==> src/rtl/par_check_pkg.sv <==
// rtl/par_check_pkg.sv - shared types and constants for the stream parity checker
// Contents:
//   state_t            frame FSM state (IDLE, ACCUM, RESULT)
//   PAR_EVEN/PAR_ODD   values for the ODD parameter
package par_check_pkg;

  typedef enum logic [1:0] {
    IDLE   = 2'd0,
    ACCUM  = 2'd1,
    RESULT = 2'd2
  } state_t;

  localparam int PAR_EVEN = 0;
  localparam int PAR_ODD  = 1;

endpackage

==> src/rtl/par_lane.sv <==
// rtl/par_lane.sv - parity fail detector for a single data lane
// Ports:
//   data  lane data bits
//   par   transmitted parity bit for this lane
//   fail  1 when data and par together do not carry the expected parity
module par_lane
  import par_check_pkg::*;
#(
  parameter int DATA_W = 8,
  parameter int ODD    = PAR_EVEN
) (
  input  logic [DATA_W-1:0] data,
  input  logic              par,
  output logic              fail
);

  logic expect_odd;

  assign expect_odd = (ODD != PAR_EVEN);
  assign fail       = ((^data) ^ par) != expect_odd;

endmodule

==> src/rtl/par_check_stream.sv <==
// rtl/par_check_stream.sv - per-lane parity checker producing one result per frame
// Ports:
//   clk, rst                        clock, synchronous active-high reset
//   in_valid/in_ready               beat handshake
//   in_data, in_par, in_last        LANES lanes of DATA_W data, per-lane parity, frame end
//   out_valid/out_ready             frame result handshake
//   out_err_mask, out_ok, out_beats failing lanes, no-fail flag, saturating beat count
//   clr                             clears err_count and sticky_err
//   err_count, sticky_err           saturating failed-frame count, sticky failure flag
module par_check_stream
  import par_check_pkg::*;
#(
  parameter int DATA_W = 8,
  parameter int LANES  = 4,
  parameter int CNT_W  = 16,
  parameter int ODD    = PAR_EVEN
) (
  input  logic                    clk,
  input  logic                    rst,
  input  logic                    in_valid,
  output logic                    in_ready,
  input  logic [LANES*DATA_W-1:0] in_data,
  input  logic [LANES-1:0]        in_par,
  input  logic                    in_last,
  output logic                    out_valid,
  input  logic                    out_ready,
  output logic [LANES-1:0]        out_err_mask,
  output logic                    out_ok,
  output logic [CNT_W-1:0]        out_beats,
  input  logic                    clr,
  output logic [CNT_W-1:0]        err_count,
  output logic                    sticky_err
);

  localparam logic [CNT_W-1:0] CNT_MAX = '1;

  state_t state, state_nxt;

  logic [LANES-1:0] beat_fail;
  logic [LANES-1:0] acc_mask;
  logic [LANES-1:0] frame_mask;
  logic [CNT_W-1:0] acc_beats;
  logic [CNT_W-1:0] frame_beats;
  logic             accept;
  logic             close;
  logic             close_fail;

  for (genvar g = 0; g < LANES; g++) begin : g_lane
    par_lane #(
      .DATA_W (DATA_W),
      .ODD    (ODD)
    ) u_lane (
      .data (in_data[g*DATA_W +: DATA_W]),
      .par  (in_par[g]),
      .fail (beat_fail[g])
    );
  end

  assign out_valid = (state == RESULT);
  assign in_ready  = !out_valid || out_ready;
  assign accept    = in_valid && in_ready;
  assign close     = accept && in_last;

  // Accumulators are zeroed whenever a frame closes, so a beat taken while a
  // result is retiring naturally starts the next frame from zero.
  assign frame_mask  = acc_mask | beat_fail;
  assign frame_beats = (acc_beats == CNT_MAX) ? acc_beats : acc_beats + 1'b1;
  assign close_fail  = close && (frame_mask != '0);

  assign out_ok = (out_err_mask == '0);

  always_ff @(posedge clk) begin
    if (rst) begin
      state <= IDLE;
    end else begin
      state <= state_nxt;
    end
  end

  always_comb begin
    state_nxt = state;
    case (state)
      IDLE, ACCUM: begin
        if (accept) begin
          state_nxt = in_last ? RESULT : ACCUM;
        end
      end
      RESULT: begin
        if (accept) begin
          state_nxt = in_last ? RESULT : ACCUM;
        end else if (out_ready) begin
          state_nxt = IDLE;
        end
      end
      default: state_nxt = IDLE;
    endcase
  end

  always_ff @(posedge clk) begin
    if (rst) begin
      acc_mask     <= '0;
      acc_beats    <= '0;
      out_err_mask <= '0;
      out_beats    <= '0;
      err_count    <= '0;
      sticky_err   <= 1'b0;
    end else begin
      if (accept) begin
        if (in_last) begin
          out_err_mask <= frame_mask;
          out_beats    <= frame_beats;
          acc_mask     <= '0;
          acc_beats    <= '0;
        end else begin
          acc_mask     <= frame_mask;
          acc_beats    <= frame_beats;
        end
      end

      // clr wins over the old count but a frame failing on the same edge
      // still counts, so the result is 1 rather than 0.
      if (clr) begin
        err_count  <= CNT_W'(close_fail);
        sticky_err <= close_fail;
      end else begin
        if (close_fail && (err_count != CNT_MAX)) begin
          err_count <= err_count + 1'b1;
        end
        sticky_err <= sticky_err | close_fail;
      end
    end
  end

endmodule

==> config.mk <==
export PLATFORM = sky130hd
export DESIGN_NAME = par_check_stream
export DESIGN_NICKNAME = d
export VERILOG_FILES = /design/src/rtl/par_check_pkg.sv /design/src/rtl/par_lane.sv /design/src/rtl/par_check_stream.sv
export SDC_FILE = /design/constraint.sdc
export NUM_CORES = 1
export LEC_CHECK = 0
export CORE_MARGIN = 3
export CORE_UTILIZATION = 49
export CTS_BUF_LIST = sky130_fd_sc_hd__clkbuf_4 sky130_fd_sc_hd__clkbuf_8
export DETAILED_ROUTE_END_ITERATION = 6
export PLACE_DENSITY = 0.85
export SETUP_SLACK_MARGIN = 0.2
export SKIP_LAST_GASP = 1
export SLEW_MARGIN = 20
export SYNTH_ARGS = -nofsm -noshare
export SYNTH_HDL_FRONTEND = slang
export SYNTH_SLANG_ARGS = --single-unit
==> constraint.sdc <==
create_clock -name clk -period 3.6 [get_ports clk]
set_input_delay 1.08 -clock clk [delete_from_list [all_inputs] [get_ports clk]]
set_output_delay 1.08 -clock clk [all_outputs]
set_load 0.05 [all_outputs]
==> run summary, run 1 <==
Physical implementation

The run finished with clean final reports. The cell leakage power is 1.56 nW. The clock share of power is 0.410. For this design the total switching power over the nets is 0.467 mW. The area of the mapped netlist is 3260 µm². The highest-count logic cell in the final layout is sky130_fd_sc_hd__clkdlybuf4s50_1.

The number of global-route vias before repair is 3,133. For the worst min-delay path, the startpoint reported by OpenROAD is out_beats[0]. The overall power of the completed layout is 1.81 mW. In the detailed route, the total length drawn on met2 is 4.12 mm. The areal power density over the cells is ~410 nW/µm².

The remaining antenna violation count after routing is 0. The kind of critical path is input port to primary output. All stages included, the depth of the critical timing path comes to 3. The library cell used as clock root buffer is sky130_fd_sc_hd__clkbuf_8. Leaving out fill and tap cells, the most frequent cells in the layout are sky130_fd_sc_hd__clkdlybuf4s50_1, sky130_fd_sc_hd__dfxtp_1, sky130_fd_sc_hd__nor2_1, sky130_fd_sc_hd__a21oi_1, sky130_fd_sc_hd__nand2_1.

The wire-length estimate of the detail-placed layout is 5.85 mm. The number of hold buffers added after CTS is 0. Per report_power, the Combinational row totals 0.373 mW. The initial antenna violation count is 0. The highest-power group is the clock network. The post-synthesis net count is 428. The worst flop-to-flop path endpoint is err_count[0]. The met2 routing resource usage after global routing is 0.393. The portion of synthesized area spent on multiplexers is 0.0227.

The final instance area is 4380 µm². The signal on the critical path passes through clkdlybuf4s50_1 -> or3b_1 -> buf_4. The total of buffers placed on input and output ports is 81. The share of flip-flops with an asynchronous set or reset is 0.

The number of top-level pins is 82. The post-synthesis xor/xnor area fraction is 0.120. In the routed design, unresolved DRC markers number 0.

Setup repair after global routing left no endpoint under its margin. The count of final max-slew check failures is 0. Of the total power, combinational logic draws 0.207.

The total clock network power is 0.741 mW. The area fraction in full adders, half adders and majority gates is 0.00769. The area added between synthesis and finish is 34.6%.

In this run the vertical extent of the chip is 87.5 µm. The worst min-delay path category is flip-flop to flip-flop. The final hold slack is 0.455 ns.

The routed design uses 419 µm of met3 wire. STA shows the worst reg2reg path with a cell count of 6. For reference, the top cells by area after synthesis are sky130_fd_sc_hd__dfxtp_1, sky130_fd_sc_hd__nor2_1, sky130_fd_sc_hd__xnor3_1, sky130_fd_sc_hd__a21oi_1, sky130_fd_sc_hd__xnor2_1. The capture point of the critical path is in_ready. The count of routing violations after the opening detailed-route iteration is 151. Among the non-sequential cells, simple AND/OR/NAND/NOR gates take the most area. For the pin with the worst max-slew slack, the measured transition is 0.976 ns. The slowest cell on the critical path is sky130_fd_sc_hd__clkdlybuf4s50_1. The die is 87.5 µm wide.

The start point of the critical path is out_ready. Once placement finished, the instance area stood at 4140 µm². The portion of total power attributed to sequential cells is 0.383. The maximum achievable frequency is around 0.3 GHz. Clock skew on the completed layout was measured at 0.00803 ns. The number of H-tree levels is 3. The yosys synthesis chip area is about 3300 µm².

The share of the Yosys chip area taken by registers is 0.363. Before CTS, the worst setup slack after placement is 0.0526 ns. The worst setup path is launched from an input port. The destination of the worst hold path is out_beats[0].

The setup fix buffers added after clock tree synthesis is 0. Per the post-run analysis, buffers plus inverters along the critical path come to 2. Post-route period utilization is reported as 0.905. At the later pin of the worst-skew pair, clock insertion delay measures between 0.3 and 0.4 ns. The area fraction of the largest cell type after synthesis is 0.363. The critical path endpoint has a required time of around 2.5 ns. The worst relative slew slack is 0.346. Hold analysis shows the worst path with a depth of 2. The final-report hold violation count is 0. Synthesis produced a netlist whose cell count is between 300 and 400. The cell family contributing the most delay on the critical path is buffers and inverters. The clock passes through at most 2 buffers. The synthesized netlist was found by Yosys to have 384 cells. The most common cell in the synthesized netlist is sky130_fd_sc_hd__dfxtp_1. Global routing finished with a remaining overflow of 0.

The Yosys step of the flow raised 0 warnings. Global route summary, busiest routing layer listed as met2. The timing report gives the clock slew at the launch and capture registers of the worst setup and hold paths as 0.06 ns. The wire length on met1 is between 3 and 4 mm.

The count of fill cells added during filler insertion is a little over 500. The row count is 29.
[run 1: registers in the layout (all words and copies together) (netlist names)]
| signal | flops |
|---|---|
| acc_beats | 16 |
| acc_mask | 4 |
| err_count | 16 |
| out_beats | 16 |
| out_err_mask | 4 |
| state | 2 |
| sticky_err | 1 |
[run 1: final cells by class]
class | instances | area [µm²] | share of cell area
Inverter | 3 | 11.3 | 0.00257
Tap cell | 77 | 96.3 | 0.0220
Timing Repair Buffer | 89 | 881 | 0.201
Multi-Input combinational cell | 299 | 1970 | 0.449
Clock buffer | 11 | 145 | 0.0331
Sequential cell | 59 | 1180 | 0.270
Clock inverter | 5 | 100 | 0.0228
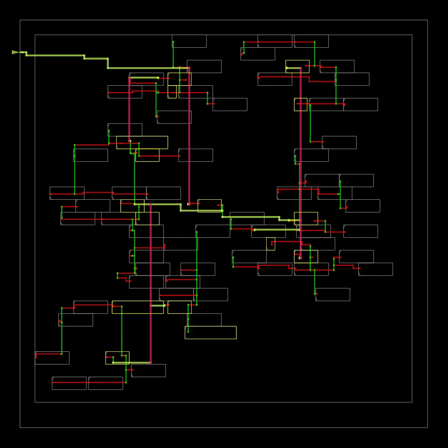
*Clock routing, run 1*
clock sink total: 59
tally of clock buffers in the finished layout: 11

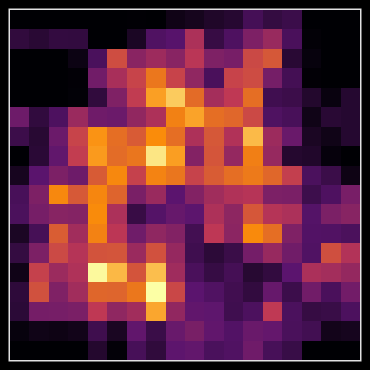
*Signal metal coverage by tile, run 1*
Drawn at 4 px/µm. 18 x 18 tiles, from black (low) to pale yellow (high), scaled to the fullest tile. Values are wire area over tile area, all layers added.
densest ninth of the die = middle
fullest tile = 0.55
mean over tiles = 0.17
total length of routed wires: 8.19 mm
Total GRT Usage: 0.228
routed vias: 3,188
DR WL/cell: 15.1 µm

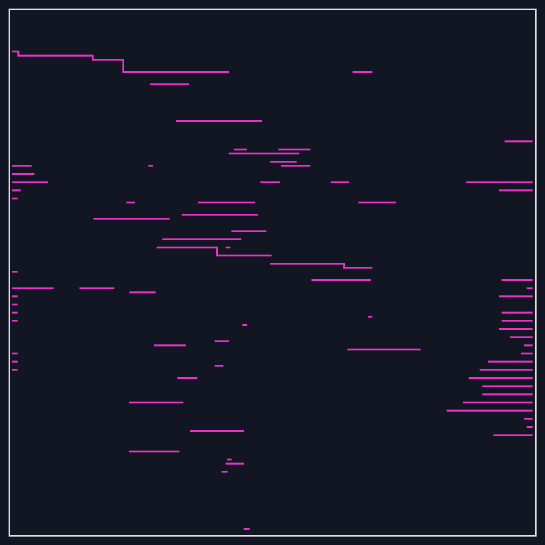
*Signal wires on met3, run 1*
Drawn at 6 px/µm.
share of all routed wire = 5.1%
wire length on this layer = 420 µm
GR Layer Usage met3: 0.0435

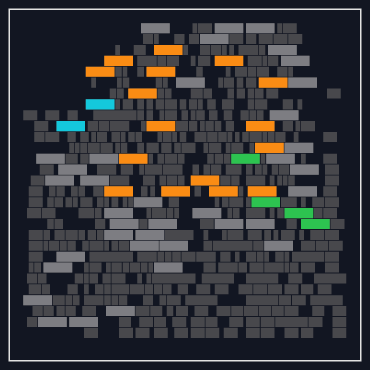
*Sequential cells grouped by signal name, run 1*
Drawn at 4 px/µm. Other sequential cells in the stronger gray, the rest of the logic in the fainter gray.
cyan -> state  # placed flops 2
orange -> acc_beats  # placed flops 16
green -> out_err_mask  # placed flops 4, where right middle
not colored = 37
area taken by flip-flops and latches: 1180 µm²
core occupancy in the finished layout: 0.686
Flop+latch power: 0.692 mW
fraction of standard cell area that is sequential: 0.270

## Run 2: what changed since run 1
- SKIP_LAST_GASP: 1 -> not set
- SLEW_MARGIN: 20 -> 10
==> run 2 against run 1 <==
Via count is the same. Utilization is the same. Clock power is essentially flat. Sequential share of layout area is the same. Register-to-register slack is essentially flat. First-iteration DRC count is the same. Critical endpoint unchanged. Synthesized cell count is the same.
==> run summary, run 2 <==
Physical implementation

The run finished with clean final reports. Per the post-place timing report, worst setup slack is 0.0526 ns. The number of stages on the worst setup path is 3.

The half-perimeter wire length after detailed placement is approximately 5.8 mm. The kind of critical path is input port to primary output. Together, buffers and inverters on the worst path number 2. The count of final max-slew check failures is 0. Grouping stages by cell kind, the critical path spends the most delay in buffers and inverters. The final timing report lists clock skew as 0.00803 ns.

The area share of the largest cell type after synthesis is 0.363. For this design, Yosys synthesis ends with a cell count of between 300 and 400. In this run, the synthesized area fraction spent on xor and xnor cells is recorded as 0.120.

According to the I/O placement log, the pin count is 82. The count of routing violations after the opening detailed-route iteration is 151. Per the placement log, port buffering inserted 81 buffers. The routing layer with the top usage in global route is met2. For the worst min-delay path, the startpoint reported by OpenROAD is out_beats[0]. For the worst flop-to-flop path, the logic depth is 6. Dividing the final minimum period by the clock period gives 0.905. Wire segments on met3 add up to ~420 µm in the final route. The most critical setup path has its endpoint at in_ready. In the final layout, the registers with the most flip-flops are acc_beats x16, err_count x16, out_beats x16.

Clock latency on the worst-skew pair, taken at its later pin, is 0.34 ns. For reference, the top cells by area after synthesis are sky130_fd_sc_hd__dfxtp_1, sky130_fd_sc_hd__nor2_1, sky130_fd_sc_hd__xnor3_1, sky130_fd_sc_hd__a21oi_1, sky130_fd_sc_hd__xnor2_1. The start point of the critical path is out_ready. From bottom edge to top edge, the die measures approximately 90 µm. The initial antenna violation count came to 0. The root buffer cell chosen for the clock tree is sky130_fd_sc_hd__clkbuf_8. met3 track demand over resource after global routing is 0.0435. The slew at the pin closest to its max-slew limit is 0.976 ns.

In the CTS report, the clock slew at the register clock pins of the worst setup and hold paths is listed as 0.06 ns. The routed design has 8.19 mm of wire. The setup fix buffers added after clock tree synthesis is 0. The max-slew check reports its worst relative slack as 0.346.

The detailed-routed wire length on met2 is 4.12 mm. Of the combinational cells, the family taking the most area is simple AND/OR/NAND/NOR gates. The detailed-route wire length per cell is 15.1 µm.
[run 2: kinds of logic after synthesis]
kind of cell,Yosys count
simple gates,160
compound gates,99
flops,59
xor+xnor,32
buf+inv,26
mux,6
fa+ha+maj,2
[run 2: power breakdown]
part | internal, mW | switching (mW)
Clock | 0.484 | 0.257
Sequential | 0.675 | 0.0166
Combinational | 0.179 | 0.194
[run 2: layout make-up]
| class | count | share of cell area |
|---|---|---|
| clock buffers | 11 | 0.0331 |
| clock inverters | 5 | 0.0228 |
| inverters | 3 | 0.00257 |
| multi-input cells | 299 | 0.449 |
| flip-flops and latches | 59 | 0.270 |
| well taps | 77 | 0.0220 |
| repair buffers | 89 | 0.201 |
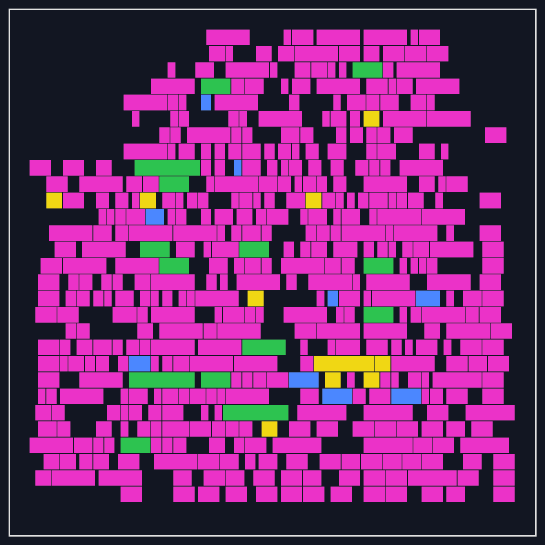
*Cell sizes after repair, run 2*
Drawn at 6 px/µm.
green -> _6 and larger  # cells 14, share 3.0%
magenta -> _0 and _1 cells  # cells 433, share 93%
blue -> _2 cells  # cells 9, share 1.9%
yellow -> _3 and _4 cells  # cells 10, share 2.1%
final instance area: 4380 µm²
worst-case setup margin in the final layout: 0.340 ns
Area growth, synth to finish: 34.6%
Non-CTS buffers: 89

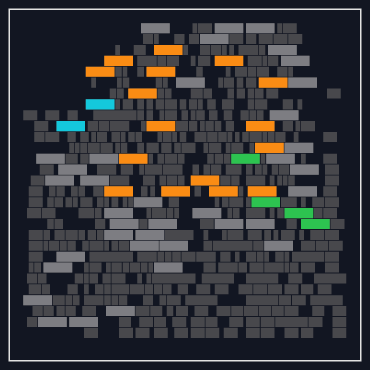
*Sequential cells grouped by signal name, run 2*
Drawn at 4 px/µm. Other sequential cells in the stronger gray, the rest of the logic in the fainter gray.
cyan -> state  # placed flops 2
orange -> acc_beats  # placed flops 16
green -> out_err_mask  # placed flops 4, where right middle

## Run 3: what changed since run 2
- clock period: 3.6 -> 3.3 ns (I/O delays scaled with it)
==> run 3 against run 2 <==
Global-route usage fell by 0.66 points. Critical path depth did not move. Utilization fell by 0.35 points. Critical endpoint unchanged. Wire length barely moved. Setup slack got worse by 0.13 ns.
==> run summary, run 3 <==
Physical implementation

The portion of total power attributed to sequential cells is 0.425. The switching power total is 0.544 mW. The final-report hold violation count is 0. The capture point of the critical path is in_ready. The yosys synthesis warning count is 0. By startpoint and endpoint, the worst setup path is classified as input port to primary output. The number of cells on the worst reg-to-reg path is 5. The half-perimeter wire length after detailed placement is 5.93 mm. Fill cells in the final layout number 505. Buffers added to address setup during post-CTS repair amount to 0. The width of the die is 87.5 µm. The timing report notes that buffer and inverter cells on the critical path total 2. According to the CTS report, the clock sink count is 59. The yosys synthesis chip area is 3260 µm².

Per report_power, the Clock row totals 0.585 mW. The final max-slew violation count recorded for this run is 0. Per the OpenROAD timing report, the critical path contains 3 cells. Counting flops with an async set or reset pin after synthesis yields a share of 0.

The dominant kind of combinational cell is simple AND/OR/NAND/NOR gates. In the final routed layout, each cell accounts on average for 14.9 µm. The area added between synthesis and finish is 33.9%.

Across every metal layer, demand over resource in global routing totals 0.221. The timing report shows that the slowest cell on the worst path is sky130_fd_sc_hd__clkdlybuf4s50_1. The maximum clock skew at final layout is 0.00868 ns. The clock passes through at most 2 buffers. Summed over all cells, the static leakage comes to 1.54 nW. The min-delay analysis places its worst path in the category flip-flop to flip-flop.

Setup repair after global routing could not meet its margin everywhere. On the critical path the largest part of the delay comes from buffers and inverters. The report puts the hold buffer count at CTS at 0. The number of remaining DRC errors is 0.

In this run the remaining antenna-violating nets after routing total 0. The pin closest to its max-slew limit shows a slew of 1.01 ns. In the post-synthesis netlist, the biggest area contributors are sky130_fd_sc_hd__dfxtp_1, sky130_fd_sc_hd__nor2_1, sky130_fd_sc_hd__xnor3_1, sky130_fd_sc_hd__a21oi_1, sky130_fd_sc_hd__xnor2_1. The yosys stat cell total is ~380. The sequential fraction of the synthesis area is 0.363.

The post-synthesis xor/xnor area fraction is 0.120. Summed over all layers, the routed wires come to 8.19 mm. The run finished with clean final reports. The areal power density over the cells is just over 400 nW/µm². The share of the clock period used by the worst path after layout is 0.935.

The initial antenna violation count was 0.
## run 3: cell counts after synthesis
Identical to the previous run, type by type.
## run 3: through the flow
step	worst slack [ns]	total power [mW]
2_1_floorplan	0.233	1.03
3_3_place_gp	-0.0295	1.18
3_5_place_dp	-0.180	1.20
4_1_cts	0.205	1.78
5_1_grt	0.175	1.85
6_report	0.215	1.77
## run 3: layout make-up
type | count | area (µm²) | share of cell area
multi-input combinational | 299 | 1980 | 0.454
inverter | 3 | 11.3 | 0.00258
clock buffer | 10 | 131 | 0.0301
tap | 77 | 96.3 | 0.0221
sequential | 59 | 1180 | 0.271
timing repair buffer | 94 | 918 | 0.211
clock inverter | 6 | 41.3 | 0.00947
## run 3: metal layers
metal	global-route usage	vias up
met4	0.0656	0
met2	0.393	87
met1	0.261	1498
met3	0.0577	13
li1	-	1582
met5	0	-
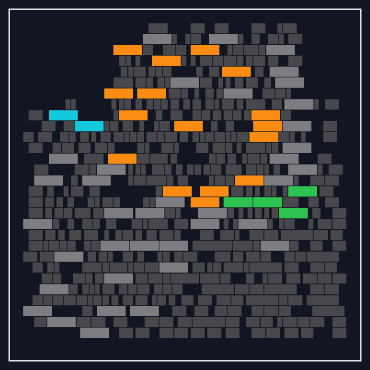
*Sequential cells grouped by signal name, run 3*
Drawn at 4 px/µm. Other sequential cells in the stronger gray, the rest of the logic in the fainter gray.
cyan -> state  # placed flops 2
green -> out_err_mask  # placed flops 4, where right middle
orange -> acc_beats  # placed flops 16
not colored = 37
Flop+latch power: 0.754 mW
core occupancy in the finished layout: 0.683
fraction of standard cell area that is sequential: 0.271

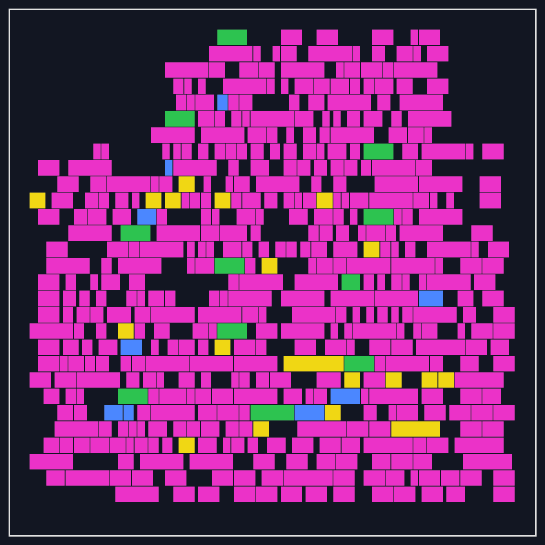
*Cell sizes after repair, run 3*
Drawn at 6 px/µm.
magenta -> _0 and _1 cells  # cells 432, share 92%
green -> _6 and larger  # cells 11, share 2.3%
yellow -> _3 and _4 cells  # cells 19, share 4.0%
blue -> _2 cells  # cells 9, share 1.9%
final instance area: 4360 µm²
Non-CTS buffers: 94

Power and IR drop assume default switching activity.
